$ cat src/rtl/booth_mul_seq.sv
// rtl/booth_mul_seq.sv - iterative radix-2 Booth multiplier with valid/ready handshake and tag passthrough
module booth_mul_seq #(
  parameter int WIDTH = 25,
  parameter int TAG_W = 10
) (
  input  logic               clk,
  input  logic               reset,
  input  logic               flush,
  input  logic               in_valid,
  output logic               in_ready,
  input  logic               signed_mode,
  input  logic [WIDTH-1:0]   a,
  input  logic [WIDTH-1:0]   b,
  input  logic [TAG_W-1:0]   tag_i,
  output logic               out_valid,
  input  logic               out_ready,
  output logic [2*WIDTH-1:0] product,
  output logic [TAG_W-1:0]   tag_o,
  output logic               zero_o
);

  // One guard bit lets unsigned operands be treated as non-negative signed values,
  // so a single signed Booth recoding serves both modes.
  localparam int W     = WIDTH + 1;
  localparam int CNT_W = $clog2(W + 1);
  localparam logic [CNT_W-1:0] CNT_INIT = CNT_W'(W);
  localparam logic [CNT_W-1:0] CNT_ONE  = CNT_W'(1);

  typedef enum logic [1:0] {
    IDLE = 2'd0,
    RUN  = 2'd1,
    DONE = 2'd2
  } state_t;

  state_t state, state_nxt;

  logic [W-1:0]       acc;
  logic [W-1:0]       mq;
  logic               q_m1;
  logic [W-1:0]       mcand;
  logic [CNT_W-1:0]   cnt;
  logic [TAG_W-1:0]   tag;

  logic [2*WIDTH-1:0] product_q;
  logic [TAG_W-1:0]   tag_q;
  logic               zero_q;

  logic               accept;
  logic               step;
  logic               last_step;
  logic [W-1:0]       ext_a;
  logic [W-1:0]       ext_b;
  logic [W-1:0]       booth_sum;
  logic [W-1:0]       acc_nxt;
  logic [W-1:0]       mq_nxt;
  logic [2*WIDTH-1:0] prod_nxt;

  // Flush outranks both the operand handshake and the iteration step.
  assign accept    = (state == IDLE) && in_valid && !flush;
  assign step      = (state == RUN) && !flush;
  assign last_step = step && (cnt == CNT_ONE);

  assign ext_a = {signed_mode & a[WIDTH-1], a};
  assign ext_b = {signed_mode & b[WIDTH-1], b};

  // Booth recoding of {mq[0], q_m1} followed by the arithmetic right shift of {acc, mq, q_m1}.
  always_comb begin
    booth_sum = acc;
    unique case ({mq[0], q_m1})
      2'b01:   booth_sum = acc + mcand;
      2'b10:   booth_sum = acc - mcand;
      default: booth_sum = acc;
    endcase
    acc_nxt  = {booth_sum[W-1], booth_sum[W-1:1]};
    mq_nxt   = {booth_sum[0], mq[W-1:1]};
    // The two guard bits at the top of {acc, mq} are pure sign copies and are dropped.
    prod_nxt = {acc_nxt[W-3:0], mq_nxt};
  end

  // State register.
  always_ff @(posedge clk or negedge reset) begin
    if (!reset) begin
      state <= IDLE;
    end else begin
      state <= state_nxt;
    end
  end

  // Next-state and handshake outputs.
  always_comb begin
    state_nxt = state;
    in_ready  = 1'b0;
    out_valid = 1'b0;
    unique case (state)
      IDLE: begin
        in_ready = 1'b1;
        if (in_valid) begin
          state_nxt = RUN;
        end
      end
      RUN: begin
        if (cnt == CNT_ONE) begin
          state_nxt = DONE;
        end
      end
      DONE: begin
        out_valid = 1'b1;
        if (out_ready) begin
          state_nxt = IDLE;
        end
      end
      default: state_nxt = IDLE;
    endcase
    if (flush) begin
      state_nxt = IDLE;
    end
  end

  // Operand capture and one Booth iteration per clock while running.
  always_ff @(posedge clk or negedge reset) begin
    if (!reset) begin
      acc   <= '0;
      mq    <= '0;
      q_m1  <= 1'b0;
      mcand <= '0;
      cnt   <= '0;
      tag   <= '0;
    end else if (accept) begin
      acc   <= '0;
      mq    <= ext_b;
      q_m1  <= 1'b0;
      mcand <= ext_a;
      cnt   <= CNT_INIT;
      tag   <= tag_i;
    end else if (step) begin
      acc   <= acc_nxt;
      mq    <= mq_nxt;
      q_m1  <= mq[0];
      cnt   <= cnt - CNT_ONE;
    end
  end

  // Result registers load only on the final step so they hold across later operations.
  always_ff @(posedge clk or negedge reset) begin
    if (!reset) begin
      product_q <= '0;
      tag_q     <= '0;
      zero_q    <= 1'b0;
    end else if (last_step) begin
      product_q <= prod_nxt;
      tag_q     <= tag;
      zero_q    <= (prod_nxt == '0);
    end
  end

  assign product = product_q;
  assign tag_o   = tag_q;
  assign zero_o  = zero_q;

endmodule

$ cat config.mk
export PLATFORM = sky130hd
export DESIGN_NAME = booth_mul_seq
export DESIGN_NICKNAME = d
export VERILOG_FILES = /design/src/rtl/booth_mul_seq.sv
export SDC_FILE = /design/constraint.sdc
export NUM_CORES = 1
export LEC_CHECK = 0
export CAP_MARGIN = 20
export CORE_MARGIN = 2
export CORE_UTILIZATION = 50
export CTS_CLUSTER_SIZE = 30
export DETAILED_ROUTE_END_ITERATION = 6
export DONT_BUFFER_PORTS = 1
export GPL_TIMING_DRIVEN = 1
export SETUP_SLACK_MARGIN = 0.02
export SLEW_MARGIN = 10
export SYNTH_ARGS = -nofsm -noshare
export SYNTH_HDL_FRONTEND = slang
export SYNTH_SLANG_ARGS = --single-unit
$ cat constraint.sdc
create_clock -name clk -period 5.7 [get_ports clk]
set_clock_uncertainty 0.1 [all_clocks]
set_input_delay 1.425 -clock clk [delete_from_list [all_inputs] [get_ports clk]]
set_output_delay 1.425 -clock clk [all_outputs]
set_load 0.05 [all_outputs]
==> Slide: Implementation Results, run 1 <==
Key Metrics from the Run

Outcome
  – Status: finished, final reports clean

CTS
  – Post-CTS Setup Bufs: 0
  – Clk slew on worst S/H paths: 0.07 ns
  – H-tree depth: 4
  – CTS max path bufs: 2
  – Sinks on Clock Net: 156
  – Clk ins delay skew pair: 0.43 ns
  – Post-CTS resize count: 0

STA
  – Worst rel slew slack: 28.2%
  – Fin. max-slew vios: 0
  – Worst slew pin tran: approximately 1.1 ns
  – WHS: 0.370 ns

Setup path
  – Slowest cell delay on critical path: 0.58 ns
  – Crit. End Element: register

Logic synthesis
  – Post-synth EDFFs: 0
  – Mapped Cells: between 800 and 900
  – Yosys warns: 0
  – Avg Cell Area, Syn: 9.30 um2
  – Seq share, synth: 46.9%
  – Count leader, synth: nand2_1
  – Most instantiated cells after synthesis: nand2_1, dfrtp_1, o21ai_0, nor2_1, mux2_2
  – Mapped Area: 8320 um2
  – Top area cell types: dfrtp_1, nand2_1, mux2_2

Placed design
  – Dpl ws: 0.649 ns
  – Placed insts: about 1100
  – Placed Area: about 8500 um2

Floorplan
  – Die Area: 17700 um2
  – # IOs: 129
  – Cell row count: 47

Final layout
  – Design area: between 9000 and 10000 um2
  – Fin nets: about 980
  – Fill cells: around 1500

Detailed routing
  – Initial drt markers: roughly 370
  – DR pass1 iterations: 5
  – Via density: just under 6

Global routing
  – Antenna violations before repair: 0

Job
  – Maxcap violations: 0

Worst hold path
  – Hold WC Path Type: reg -> reg
[run 1: routing by layer]
metal  track usage, %  vias up  wire length, um
met5                0        -                0
met4             7.95        0              381
met3             6.02       21             1040
met2             42.6      146            10800
met1             32.5     3247             9490
li1                 -     3136                -
[run 1: cells by family (layout without fill, tap and decap cells)]
| kind of cell | after synthesis | count (layout) | synth area share (%) |
|---|---|---|---|
| AND/OR/NAND/NOR | 352 | 352 | 19.2 |
| AND-OR/OR-AND | 203 | 203 | 15.5 |
| flip-flops | 156 | 156 | 46.9 |
| buffers and inverters | 66 | 63 | 2.98 |
| multiplexers | 51 | 51 | 6.75 |
| XOR/XNOR | 37 | 37 | 3.98 |
| adder cells (fa/ha/maj) | 30 | 30 | 4.60 |
[run 1: worst paths after layout]
kind                                            from                 endpoint  slack [ns]  cells after the start
worst min-delay path              tag[5]$_DFFE_PN0P_       tag[5]$_DFFE_PN0P_        0.37                      2
max in group asynchronous                      reset     mcand[8]$_DFFE_PN0P_        4.60                      0
worst max register to register  mcand[0]$_DFFE_PN0P_       zero_o$_DFFE_PN0P_        0.58                     19
worst max-delay path            mcand[0]$_DFFE_PN0P_       zero_o$_DFFE_PN0P_        0.58                     19
worst min register to register    tag[5]$_DFFE_PN0P_       tag[5]$_DFFE_PN0P_        0.37                      2
min in group asynchronous                      reset  product[37]$_DFFE_PN0P_        0.58                      0
[run 1: cells in the final DEF (no fill, tap or decap), types with 6 or more instances in the layout]
| cell | Yosys | layout |
|---|---|---|
| a22o_1 | 7 | 7 |
| or4_1 | 6 | 6 |
| a21oi_1 | 37 | 37 |
| mux2_2 | 41 | 41 |
| a211oi_1 | 8 | 8 |
| xnor2_1 | 32 | 32 |
| inv_1 | 21 | 21 |
| buf_4 | 0 | 9 |
| nor2b_1 | 6 | 6 |
| o21ai_0 | 64 | 64 |
| clkbuf_16 | 0 | 17 |
| nand2_1 | 216 | 215 |
| o21a_1 | 8 | 8 |
| nor2_1 | 44 | 43 |
| a22oi_1 | 25 | 25 |
| o211ai_1 | 13 | 13 |
| a21o_1 | 12 | 12 |
| nand4_1 | 11 | 11 |
| nand3_1 | 11 | 11 |
| mux2i_1 | 10 | 10 |
| nor3_1 | 10 | 10 |
| nor4_1 | 11 | 11 |
| dfrtp_1 | 156 | 156 |
| ha_1 | 29 | 29 |
[run 1: where the power goes]
part | switching [uW] | total, uW | internal [uW]
sequential | 239 | 1540 | 1300
clock | 497 | 1090 | 589
combinational | 1250 | 2040 | 793
[run 1: final cells by class]
class                           count  area (um2)  area share (%)
Timing Repair Buffer                9        67.6           0.744
Clock inverter                     13         103            1.13
Inverter                           22        82.6           0.909
Clock buffer                       19         453            4.99
Sequential cell                   156        3900            43.0
Multi-Input combinational cell    673        4200            46.2
Tap cell                          220         275            3.03
[run 1: flip-flops by register name, indices dropped and copies added (netlist names)]
signal and cells:
product 50, mcand 26, mq 26, acc 25
tag 10, tag_o 10, cnt 5, state 2
q_m1 1, zero_o 1
[run 1: critical path, delay by kind of cell, from the launching register on]
family	cells	cell delay (ns)
AOI/OAI and AO/OA	4	0.60
xor gates and xnor gates	2	0.35
adders and majority gates	2	0.57
buffers and inverters	1	0.09
DFF	1	0.41
and+or+nand+nor	10	2.90
### The metal 3 layer, run 1

Scale: 2 px per um.
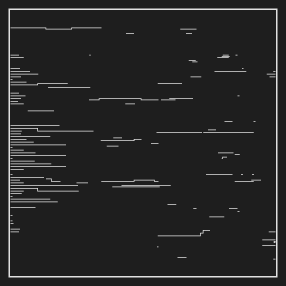
main direction = horizontal
longest straight run = 33.4 um
nets with wire on the layer = 89
DR vias: 6550
Final Routed Wirelength: 21.7 mm
GR Layer Usage met3: 6.02%

### Signal wires on met2, run 1

Scale: 2 px per um. Cells faint in the background.
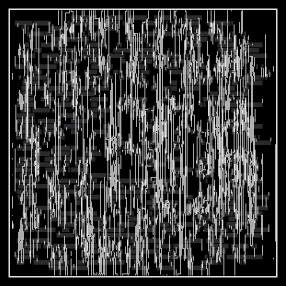
wire length on this layer = 10800 um
longest straight run = 82.6 um
nets with wire on the layer = 812

### Logic cells by family, run 1

Scale: 4 px per um.
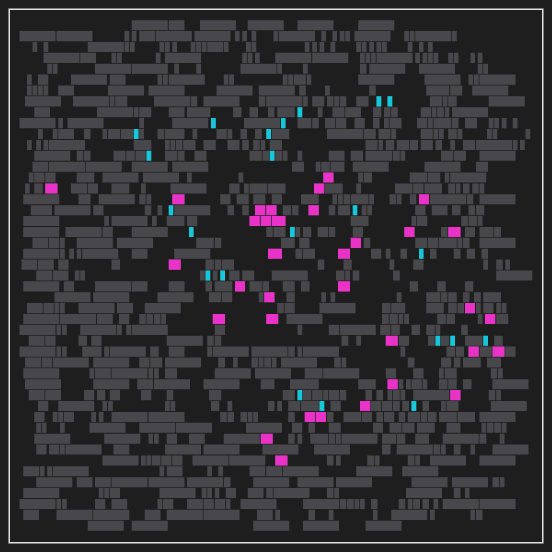
magenta -> non-inverting ao/oa cells  # cells 34
cyan -> inv cells  # cells 22

### Sizing map, run 1

Scale: 4 px per um.
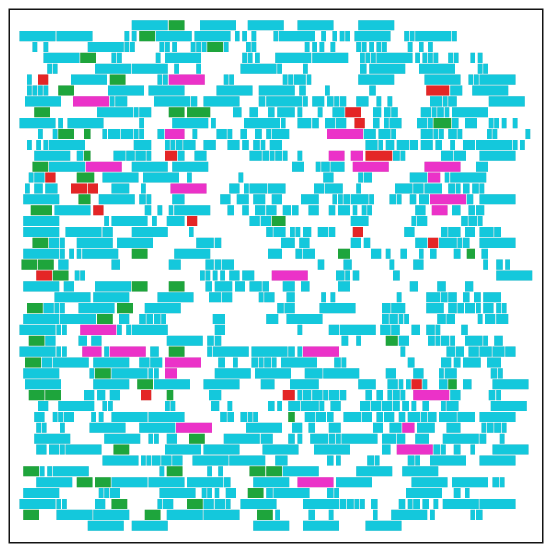

==> inputs of run 2 (changes only) <==
- DONT_BUFFER_PORTS: 1 -> default
- PLACE_DENSITY: default -> 0.75
### Sizing map, run 2

Scale: 4 px per um.
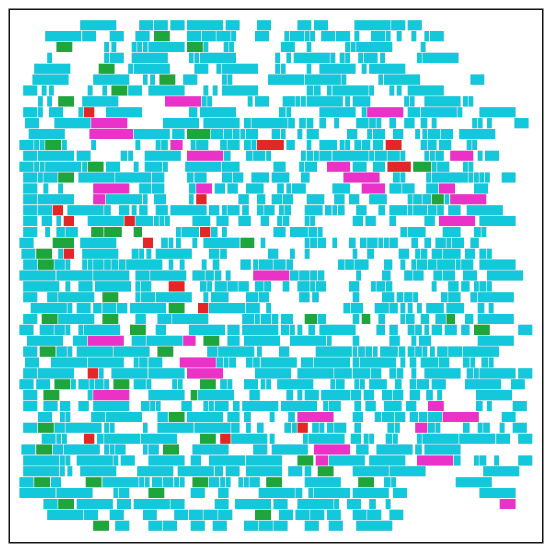
magenta -> x6 and larger  # cells 30, share 2.9%, most used clkbuf_16
cyan -> x1 and smaller  # cells 922, share 90%, most used nand2_1
green -> x2  # cells 53, share 5.2%, most used mux2_2
red -> x3 and x4  # cells 17, share 1.7%, most used buf_4
design area: 10400 um2
area delta synth->final: 25.2%

### Signal wires on met2, run 2

Scale: 2 px per um. Cells faint in the background.
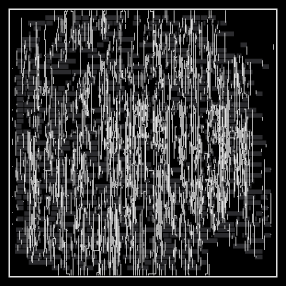
main direction = vertical
nets with wire on the layer = 928
longest straight run = 67.3 um
Final Routed Wirelength: 20.8 mm
met2 GRT Util: 40.2%
DR vias: 6940

==> run 2 against run 1 <==
Sequential power about the same. Utilization increased by 8.2 points. Critical path type unchanged. Synthesized cell count unchanged. Combinational power up 2%. Wire length fell by 4.0%. Cell count up 12%. Largest cell class unchanged. Via count grew 6.0%. Critical endpoint unchanged.
==> Slide: Implementation Results, run 2 <==
Key Metrics from the Run

Outcome
  – Status: finished, final reports clean (unchanged)

Final layout
  – Combinational Area: 4190 um2 (was 4200 um2)
  – Max reg flops: 50 (unchanged)
  – Fin nets: 1105 (was 975)
  – Fill cells: 1363 (was 1473)

Detailed routing
  – Via density: 5.59 (was 5.89)
  – Initial drt markers: 428 (was 374)
  – DR pass1 iterations: 7 (was 5)

Global routing
  – Antenna violations before repair: 0 (unchanged)

Setup path
  – Worst r2r path cells: 19 (unchanged)
  – Reg2reg start: mcand[0]$_DFFE_PN0P_ (unchanged)
  – Worst Setup SP: mcand[0]$_DFFE_PN0P_ (unchanged)
  – FF-to-FF setup slack: 0.88 ns (was 0.58 ns)
  – Crit path depth: 19 (unchanged)
  – WP buf/inv: 1 (unchanged)
  – Critical R2R Capture: zero_o$_DFFE_PN0P_ (unchanged)
  – Slowest cell delay on critical path: 0.52 ns (was 0.58 ns)

STA
  – Worst rel slew slack: 39.4% (was 28.2%)
  – Worst slew pin tran: 0.909 ns (was 1.07 ns)

Placed design
  – Placed Area: 9820 um2 (was 8530 um2)
  – Dpl ws: 0.889 ns (was 0.649 ns)

Job
  – Maxcap violations: 0 (unchanged)

Logic synthesis
  – Post-synth EDFFs: 0 (unchanged)
  – Seq share, synth: 46.9% (unchanged)
  – Mapped Cells: 895 (unchanged)
  – Top area cell types: dfrtp_1, nand2_1, mux2_2 (unchanged)
  – Mapped Area: 8320 um2 (unchanged)

Power and ir drop
  – Sw frac: 41.6% (was 42.5%)
  – Combinational share of power: 43.9% (was 43.7%)
  – P_sw: 1970 uW (was 1980 uW)
  – Clock power share: 24.1% (was 23.3%)
  – Seq pwr share: 32.0% (was 33.0%)

CTS
  – CTS max path bufs: 2 (unchanged)
  – Post-CTS resize count: 0 (unchanged)
  – Post-CTS Setup Bufs: 0 (unchanged)

Floorplan
  – # IOs: 129 (unchanged)
  – Die Area: 17700 um2 (unchanged)

Worst hold path
  – Hold WC Path Type: reg -> reg (unchanged)
### Logic cells by family, run 2

Scale: 4 px per um.
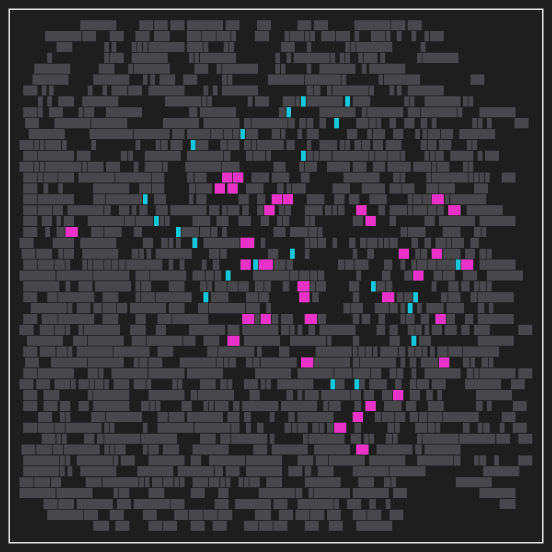
cyan -> inv cells  # cells 22
magenta -> non-inverting ao/oa cells  # cells 34
Final Non-Filler Cells: 1242
top logic cell by instance count in the layout: nand2_1
Comb/total area: 40.2%

[run 2: per-layer routing]
metal / share of wire [%] / vias to the layer above / track usage [%]
met5: 0 / - / 0
met4: 3.1 / 0 / 10.3
met3: 5.2 / 43 / 6.17
met2: 49 / 182 / 40.2
met1: 43 / 3343 / 31.4
li1: - / 3372 / -
[run 2: per-stage QoR]
stage,cells,hold slack (ns)
2_1_floorplan,895,0.342
3_3_place_gp,1210,0.353
3_5_place_dp,1210,0.358
4_1_cts,1242,0.376
5_1_grt,1242,0.402
6_report,1242,0.368
[run 2: layout make-up]
| cell class | count | area share [%] |
|---|---|---|
| clock buffer | 17 | 4.08 |
| clock inverter | 15 | 1.69 |
| inverter | 22 | 0.793 |
| multi-input combinational | 673 | 40.2 |
| sequential | 156 | 37.5 |
| tap | 220 | 2.64 |
| timing repair buffer | 139 | 13.1 |
[run 2: worst min path at each step]
stage	start	to	cells after the start
after floorplan	tag[0]$_DFFE_PN0P_	tag[0]$_DFFE_PN0P_	2
after CTS	tag[0]$_DFFE_PN0P_	tag[0]$_DFFE_PN0P_	2
after global placement	tag[0]$_DFFE_PN0P_	tag[0]$_DFFE_PN0P_	2
after detailed placement	tag[0]$_DFFE_PN0P_	tag[0]$_DFFE_PN0P_	2
final	tag[5]$_DFFE_PN0P_	tag[5]$_DFFE_PN0P_	2
after global routing	tag[8]$_DFFE_PN0P_	tag[8]$_DFFE_PN0P_	2
[run 2: worst register-to-register path: stages (launching register included)]
cell       delay [ns]
dfrtp_1          0.41
inv_1            0.09
ha_1             0.19
nand2_1          0.06
nor3_1           0.31
nand3b_1         0.15
or4_1            0.49
nor4_1           0.47
a21oi_1          0.15
xnor2_1          0.16
ha_1             0.37
nand3_1          0.17
or4_1            0.52
a2bb2oi_1        0.15
o211a_1          0.18
xnor2_1          0.19
o21ai_0          0.10
nor4b_1          0.30
nand4_1          0.12
nand2_1          0.08
[run 2: cell families (layout without fill, tap and decap cells)]
kind of cell	count (synthesis)	count (layout)	share of synthesized area (%)
and+or+nand+nor	352	352	19.2
AOI/OAI and AO/OA	203	203	15.5
DFF	156	156	46.9
buffers and inverters	66	193	2.98
muxes	51	51	6.75
xor gates and xnor gates	37	37	3.98
adders and majority gates	30	30	4.60
[run 2: power by group through the flow]
stage,Combinational (uW),Clock (uW),Sequential [uW]
after floorplan,1530,0,1480
after global placement,2040,0,1530
after detailed placement,2050,0,1530
after CTS,2070,1160,1510
after global routing,2320,1210,1540
final,2080,1140,1520
### Track usage over the die, run 2

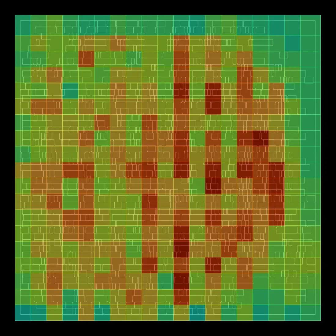

==> inputs of run 3 (changes only) <==
- CORE_UTILIZATION: 50 -> 49
- PLACE_DENSITY: 0.75 -> 0.77
- clock period: 5.7 -> 4.1 ns (I/O delays scaled with it)
### Track usage over the die, run 3

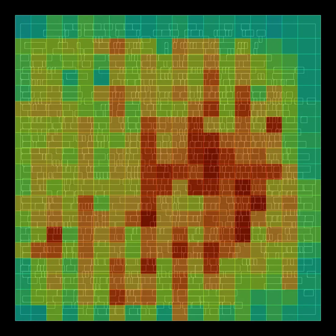
Top Usage Layer GRT: met2
Avg WL per Cell: 16.7 um

### The metal 3 layer, run 3

Scale: 2 px per um.
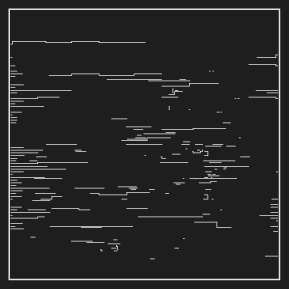
longest straight run = 41.4 um
main direction = horizontal
share of all routed wire = 6.2%
wire length on this layer = 1360 um
nets with wire on the layer = 129

### Sizing map, run 3

Scale: 4 px per um.
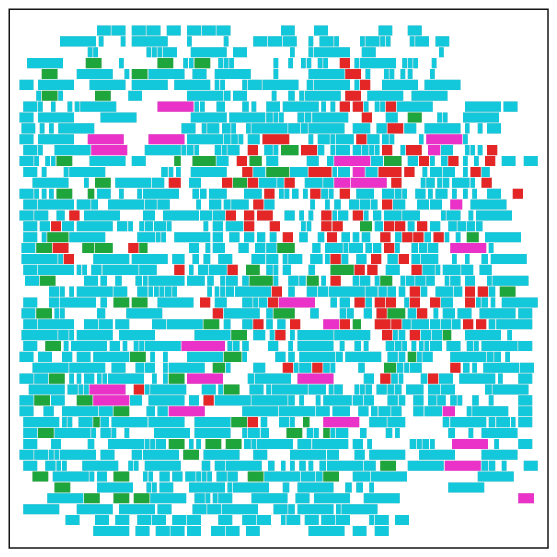
green -> x2  # cells 74, share 6.7%, most used mux2_2
cyan -> x1 and smaller  # cells 898, share 82%, most used nand2_1
magenta -> x6 and larger  # cells 25, share 2.3%, most used clkbuf_16
red -> x3 and x4  # cells 103, share 9.4%, most used buf_4

==> run 3 against run 2 <==
The flow now finishes with violations (negative setup slack). Maximum frequency increased by 16%. First-iteration DRC count increased by 22%. Combinational power increased by 82%. Utilization increased by 3.4 points. Non-clock buffer count increased by 80. Via count increased by 6.2%. Clock power increased by 31%. Wire length increased by 5.8%. Flip-flop count unchanged. Area after synthesis unchanged.
==> Slide: Implementation Results, run 3 <==
Key Metrics from the Run

Logic synthesis
  – Mux contribution to synthesized area: 6.75% (unchanged)
  – Count leader, synth: nand2_1 (unchanged)
  – Most instantiated cells after synthesis: nand2_1, dfrtp_1, o21ai_0, nor2_1, mux2_2 (unchanged)
  – Xor/xnor share of the synthesized area: 3.98% (unchanged)
  – Yosys warns: 0 (unchanged)
  – Mapped Cells: 895 (unchanged)
  – Mapped Area: 8320 um2 (unchanged)
  – Adder share: 4.60% (unchanged)

Setup path
  – Top Family by Delay on Critical Path: simple AND/OR/NAND/NOR gates (unchanged)

STA
  – Setup ws final: -0.0363 ns (was 0.884 ns)
  – WHS: 0.370 ns (was 0.368 ns)
  – Worst rel slew slack: 39.8% (was 39.4%)
  – Endpoints failing setup: 5 (was 0)

Detailed routing
  – Initial drt markers: 521 (was 428)
  – Final Routed Wirelength: 22.0 mm (was 20.8 mm)
  – Via density: 5.58 (was 5.59)

Job
  – Maxcap violations: 0 (unchanged)

CTS
  – Sinks on Clock Net: 156 (unchanged)

Worst hold path
  – Cell depth of the worst hold path: 2 (unchanged)

Floorplan
  – # IOs: 129 (unchanged)

Global routing
  – Antenna violations before repair: 0 (unchanged)

Outcome
  – Violated checks: negative setup slack
  – Status: finished with violations (was finished, final reports clean)
## run 3: netlist changes by cell type in the layout (fill, tap and decap cells not counted), moves of 4 or more
| cell | delta |
|---|---|
| buf_4 | +79 |
| o21ai_0 | -10 |
| o21ai_1 | +6 |
| clkinv_2 | +4 |
| o21ai_2 | +4 |
## run 3: metrics by stage
step / instance area [um2] / utilization (%) / TNS, ns / setup WS (ns) / instances
3_5_place_dp: 10400 / 62.4 / -0.590 / -0.162 / 1280
3_3_place_gp: 10400 / 62.4 / -0.0249 / -0.0249 / 1280
2_1_floorplan: 8330 / - / -0.0543 / -0.0543 / 895
4_1_cts: 11000 / 66.0 / -0.0880 / -0.0479 / 1312
5_1_grt: 11100 / 66.9 / -2.59 / -0.321 / 1320
6_report: 11100 / 66.9 / -0.116 / -0.0363 / 1320
## run 3: path summary, 6_finish.rpt
kind                            slack (ns)                 endpoint                  from
worst min-delay path                  0.37       tag[6]$_DFFE_PN0P_    tag[6]$_DFFE_PN0P_
min in group asynchronous             0.58  product[30]$_DFFE_PN0P_                 reset
worst max register to register       -0.04       zero_o$_DFFE_PN0P_  mcand[0]$_DFFE_PN0P_
max in group asynchronous             2.46       mq[18]$_DFFE_PN0P_                 reset
worst max-delay path                 -0.04       zero_o$_DFFE_PN0P_  mcand[0]$_DFFE_PN0P_
worst min register to register        0.37       tag[6]$_DFFE_PN0P_    tag[6]$_DFFE_PN0P_
## run 3: cell type report
class                           count  area, um2  area share (%)
Multi-Input combinational cell    673       4320            38.9
Sequential cell                   156       3900            35.2
Timing Repair Buffer              219       1970            17.7
Clock buffer                       17        425            3.83
Tap cell                          220        275            2.48
Clock inverter                     13        118            1.06
Inverter                           22       82.6           0.744
## run 3: layer usage
layer	GRT usage, %	vias to the layer above	routed length, um
met5	0	-	0
met4	9.24	0	622
li1	-	3534	-
met2	41.3	244	11000
met3	6.65	45	1360
met1	31.2	3548	9060
## run 3: worst reg2reg max path, delay by kind of cell, from the launching register on
kind / cells / cell delay, ns
and+or+nand+nor: 9 / 2.35
AOI/OAI and AO/OA: 4 / 0.57
DFF: 1 / 0.40
adders and majority gates: 1 / 0.27
xor gates and xnor gates: 1 / 0.18
buffers and inverters: 1 / 0.16
## run 3: cells by family (layout without fill, tap and decap cells)
kind of cell | count (synthesis) | in the layout
flip-flops | 156 | 156
multiplexers | 51 | 51
AND/OR/NAND/NOR | 352 | 352
AND-OR/OR-AND | 203 | 203
adder cells (fa/ha/maj) | 30 | 30
XOR/XNOR | 37 | 37
buffers and inverters | 66 | 271
## run 3: power breakdown
| part | switching (uW) | internal [uW] |
|---|---|---|
| registers | 294 | 1810 |
| clock network | 657 | 834 |
| logic | 2010 | 1780 |
## run 3: what timing repair did
action | in CTS | in global routing
cloned | 0 | 0
setup endpoints to repair | 13 | 21
gates resized | 11 | 25
buffers inserted | 2 | 8
pin swaps | 0 | 18
No activity file was given, so power comes from the tool's default toggle rates.
